===== config.mk =====
export PLATFORM = sky130hd
export DESIGN_NAME = dmem_responder
export DESIGN_NICKNAME = d
export VERILOG_FILES = /design/src/rtl/dmem_responder.sv
export SDC_FILE = /design/constraint.sdc
export NUM_CORES = 2
export LEC_CHECK = 0
export ABC_AREA = 1
export CAP_MARGIN = 20
export CELL_PAD_IN_SITES_DETAIL_PLACEMENT = 0
export CELL_PAD_IN_SITES_GLOBAL_PLACEMENT = 1
export CORE_UTILIZATION = 48
export CTS_CLUSTER_DIAMETER = 60
export DETAILED_ROUTE_END_ITERATION = 10
export HOLD_SLACK_MARGIN = 0.12
export PLACE_DENSITY = 0.81
export REMOVE_ABC_BUFFERS = 1
export SYNTH_ARGS = -nofsm -noshare
export SYNTH_HDL_FRONTEND = slang
export SYNTH_SLANG_ARGS = --single-unit

===== constraint.sdc =====
create_clock -name clk -period 4.5 [get_ports clk]
set_input_delay 0.675 -clock clk [delete_from_list [all_inputs] [get_ports clk]]
set_output_delay 0.675 -clock clk [all_outputs]
set_load 0.05 [all_outputs]

===== src/rtl/dmem_responder.sv =====
// -----------------------------------------------------------------------------
// dmem_responder
//
// Data-memory responder for the Memory stage of the 5-stage pipeline.
// A word-addressed RAM sits behind a small wait-state FSM. MemBusy holds the
// pipeline while an access is pending. Load data is presented on ReadData only
// in the completion cycle of an access.
//
// Parameters
//   DEPTH        number of 32-bit words (power of two)
//   ADDR_BITS    log2(DEPTH); word index = ALUOutM[ADDR_BITS+1:2]
//   WAIT_STATES  MemBusy cycles per access (0..15). 0 removes the FSM, so
//                reads are combinational and writes commit every edge.
//
// Ports
//   clk         clock, rising edge
//   reset       synchronous, active-high
//   MemReadM    load request
//   MemWriteM   store request (wins if both requests are high)
//   ALUOutM     byte address (bits [1:0] and bits above ADDR_BITS+1 ignored)
//   WriteDataM  store data
//   ReadData    load data in the completion cycle, 0 otherwise
//   MemBusy     stall request to the hazard unit
//   MemErr      (only with DMEM_CHECK_EN) sticky flag for misaligned or
//               read+write accesses, cleared only by reset
//
// Optional feature macro: DMEM_CHECK_EN
// -----------------------------------------------------------------------------
module dmem_responder #(
    parameter int DEPTH       = 64,
    parameter int ADDR_BITS   = 6,
    parameter int WAIT_STATES = 2
) (
    input  logic        clk,
    input  logic        reset,
    input  logic        MemReadM,
    input  logic        MemWriteM,
    input  logic [31:0] ALUOutM,
    input  logic [31:0] WriteDataM,
    output logic [31:0] ReadData,
    output logic        MemBusy
`ifdef DMEM_CHECK_EN
    ,
    output logic        MemErr
`endif
);

    logic                 req;
    logic                 is_rd;
    logic                 is_wr;
    logic [ADDR_BITS-1:0] idx;
    logic                 complete;   // cycle in which the access takes effect
    logic                 mem_we;
    logic [31:0]          mem [DEPTH];

    assign req   = MemReadM | MemWriteM;
    assign is_wr = MemWriteM;               // read+write is treated as a write
    assign is_rd = MemReadM & ~MemWriteM;
    assign idx   = ALUOutM[ADDR_BITS+1:2];  // byte offset and high bits dropped

    // Byte offset and upper address bits do not take part in addressing.
    logic unused_addr;
    assign unused_addr = ^{ALUOutM[31:ADDR_BITS+2], ALUOutM[1:0]};

    // Storage is never cleared. A write landing in the same cycle as reset
    // is dropped, which is how an access abandoned by reset is discarded.
    assign mem_we = complete & is_wr & ~reset;

    always_ff @(posedge clk) begin
        if (mem_we)
            mem[idx] <= WriteDataM;
    end

    // Address is sampled in the completion cycle; the hazard unit keeps it
    // stable for the whole access.
    assign ReadData = (complete && is_rd) ? mem[idx] : 32'h0;

`ifdef DMEM_CHECK_EN
    logic accept;   // access accepted this cycle
`endif

    generate
        if (WAIT_STATES == 0) begin : g_nowait
            // Every cycle is a completion cycle; nothing ever stalls.
            assign complete = 1'b1;
            assign MemBusy  = 1'b0;
`ifdef DMEM_CHECK_EN
            assign accept   = req;
`endif
        end else begin : g_fsm
            typedef enum logic {
                S_IDLE = 1'b0,
                S_WAIT = 1'b1
            } state_t;

            state_t     state;
            state_t     state_nxt;
            logic [3:0] cnt;
            logic [3:0] cnt_nxt;

            // State register
            always_ff @(posedge clk) begin
                if (reset) begin
                    state <= S_IDLE;
                    cnt   <= 4'd0;
                end else begin
                    state <= state_nxt;
                    cnt   <= cnt_nxt;
                end
            end

            // Next state. The IDLE cycle is itself the first busy cycle, so
            // WAIT starts at N-1 and the access spans N busy cycles plus one
            // completion cycle. A request dropped mid-access keeps counting.
            always_comb begin
                state_nxt = state;
                cnt_nxt   = cnt;
                case (state)
                    S_IDLE: begin
                        if (req) begin
                            state_nxt = S_WAIT;
                            cnt_nxt   = 4'(WAIT_STATES - 1);
                        end
                    end
                    S_WAIT: begin
                        if (cnt != 4'd0)
                            cnt_nxt = cnt - 4'd1;
                        else
                            state_nxt = S_IDLE;
                    end
                    default: begin
                        state_nxt = S_IDLE;
                        cnt_nxt   = 4'd0;
                    end
                endcase
            end

            // Outputs
            always_comb begin
                MemBusy  = 1'b0;
                complete = 1'b0;
                case (state)
                    S_IDLE: MemBusy = req;
                    S_WAIT: begin
                        MemBusy  = (cnt != 4'd0);
                        complete = (cnt == 4'd0);
                    end
                    default: ;
                endcase
            end

`ifdef DMEM_CHECK_EN
            assign accept = (state == S_IDLE) & req;
`endif
        end
    endgenerate

`ifdef DMEM_CHECK_EN
    // Sticky until reset. The access itself still proceeds normally.
    always_ff @(posedge clk) begin
        if (reset)
            MemErr <= 1'b0;
        else if (accept && ((ALUOutM[1:0] != 2'b00) || (MemReadM && MemWriteM)))
            MemErr <= 1'b1;
    end
`endif

endmodule


==> flow_metrics.env <==
# yosys + openroad results
export IMPL_status="complete, no violations"
export IMPL_drc_errors=0
export IMPL_p_comb_mw=2.03
export IMPL_path_delay_family="buffers and inverters"
export IMPL_period_used=0.9318
export IMPL_wl_microns=217100
export IMPL_clockBufferDepth=3
export IMPL_grt_pass1_wl_microns=327500
export IMPL_r2r_end="mem[23][15]"
export IMPL_synthArstFlopShare=0
export IMPL_hold_violations=0
export IMPL_firstDrtPassIters=6
export IMPL_synthFlopType="edfxtp_1"
export IMPL_routabilityCongestion=0.8153
export IMPL_min_path_cells=1
export IMPL_p_sw_mw=8.579
export IMPL_yosysMostFrequentCell="nand2_1"
export IMPL_finalSetupViolCount=0
export IMPL_adder_share=0.0001432
export IMPL_clockRootBuffer="clkbuf_16"
export IMPL_ys_sh_xor=0
export IMPL_die_h_microns=428.7
export IMPL_p_total_mw=39.33
export IMPL_cp_depth=12
export IMPL_grt_usage=0.2363
export IMPL_gr_total_overflow=0
export IMPL_postCtsSetupBuffers=0
export IMPL_ys_flops=2053
export IMPL_ys_sh_simple=0.1791
export IMPL_p_seq_mw=21.1
export IMPL_whs_ns=0.1651
export IMPL_r2r_start="g_fsm.cnt[0]"
export IMPL_finalInstanceArea_sq_um=99430
export IMPL_critPathSlowestCell="clkdlybuf4s50_1"
export IMPL_tightest_slew_ns=0.9464
export IMPL_io_pin_count=101
export IMPL_cts_inserted_buffers=200
export IMPL_switching_share=0.2181
export IMPL_hp_class="in2reg"
export IMPL_dpl_worst_slack_ns=0.3381
export IMPL_slowest_delay_ns=0.66
export IMPL_crit_path_start_kind="input port"
flip-flops by register name, indices dropped and copies added, names as in the netlist:
signal	flops
mem	2048
g_fsm.cnt	4
g_fsm.state	1
layer usage:
layer / track usage / vias to the layer above / part of all wire / wire [microns]
met1: 0.3202 / 26973 / 0.42 / 90960
li1: - / 26653 / - / -
met4: 0.08167 / 2 / 0.028 / 6077
met5: 0 / - / 0.000060 / 13
met2: 0.3938 / 1842 / 0.49 / 105600
met3: 0.02990 / 359 / 0.067 / 14520
cell type report:
cell class / count / area share
clock inverters: 109 / 0.01015
multi-input cells: 4142 / 0.1857
diodes: 7 / 0.0001762
well taps: 2370 / 0.02982
flip-flops and latches: 2053 / 0.6195
repair buffers: 340 / 0.04009
clock buffers: 255 / 0.05314
inverters: 1622 / 0.06136
Figure 1. Placement by cell class.
Scale: 1 px per micron.
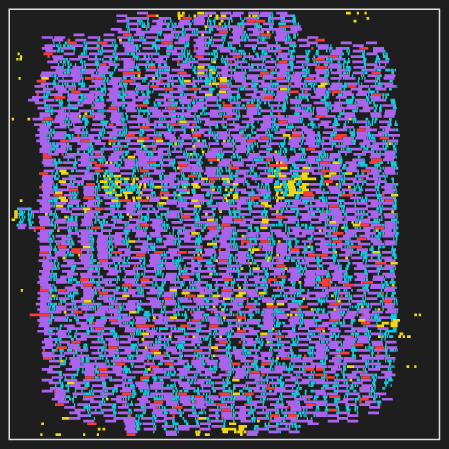
[yellow] remaining buffers and delay cells | cells: 340
[purple] sequential cells | cells: 2053
[cyan] combinational and other logic | cells: 5764
[red] clock drivers and dummy loads | cells: 364

Figure 2. Zoomed window.
Region (95, 309) to (120, 334) microns. Cells in grey, sequential cells in the stronger grey; small squares are vias.
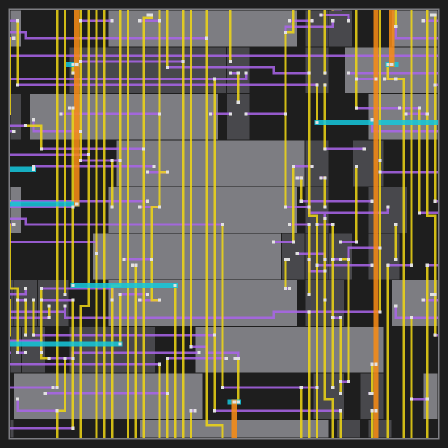
[orange] metal 4
[yellow] metal 2
[purple] metal 1
[cyan] metal 3
cells with their middle in the window: 29
netlist names of flops here include: `mem` (8)
sequential cells in the window: 8
most frequent: edfxtp_1 (8), nand2_1 (5)

Figure 3. Track usage over the die.
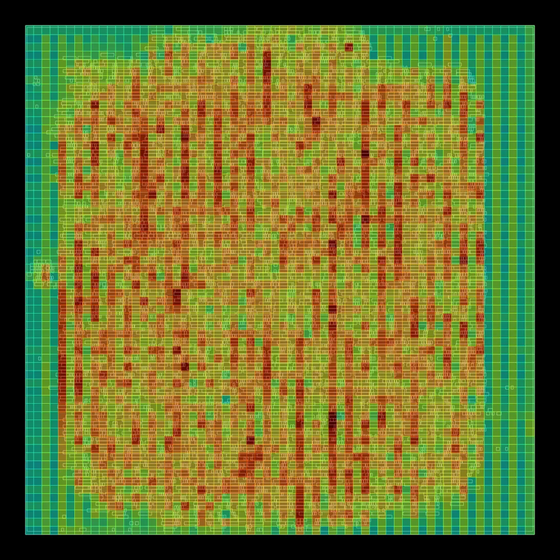
Util after Layout: 0.5501
met1 Use GR: 0.3202

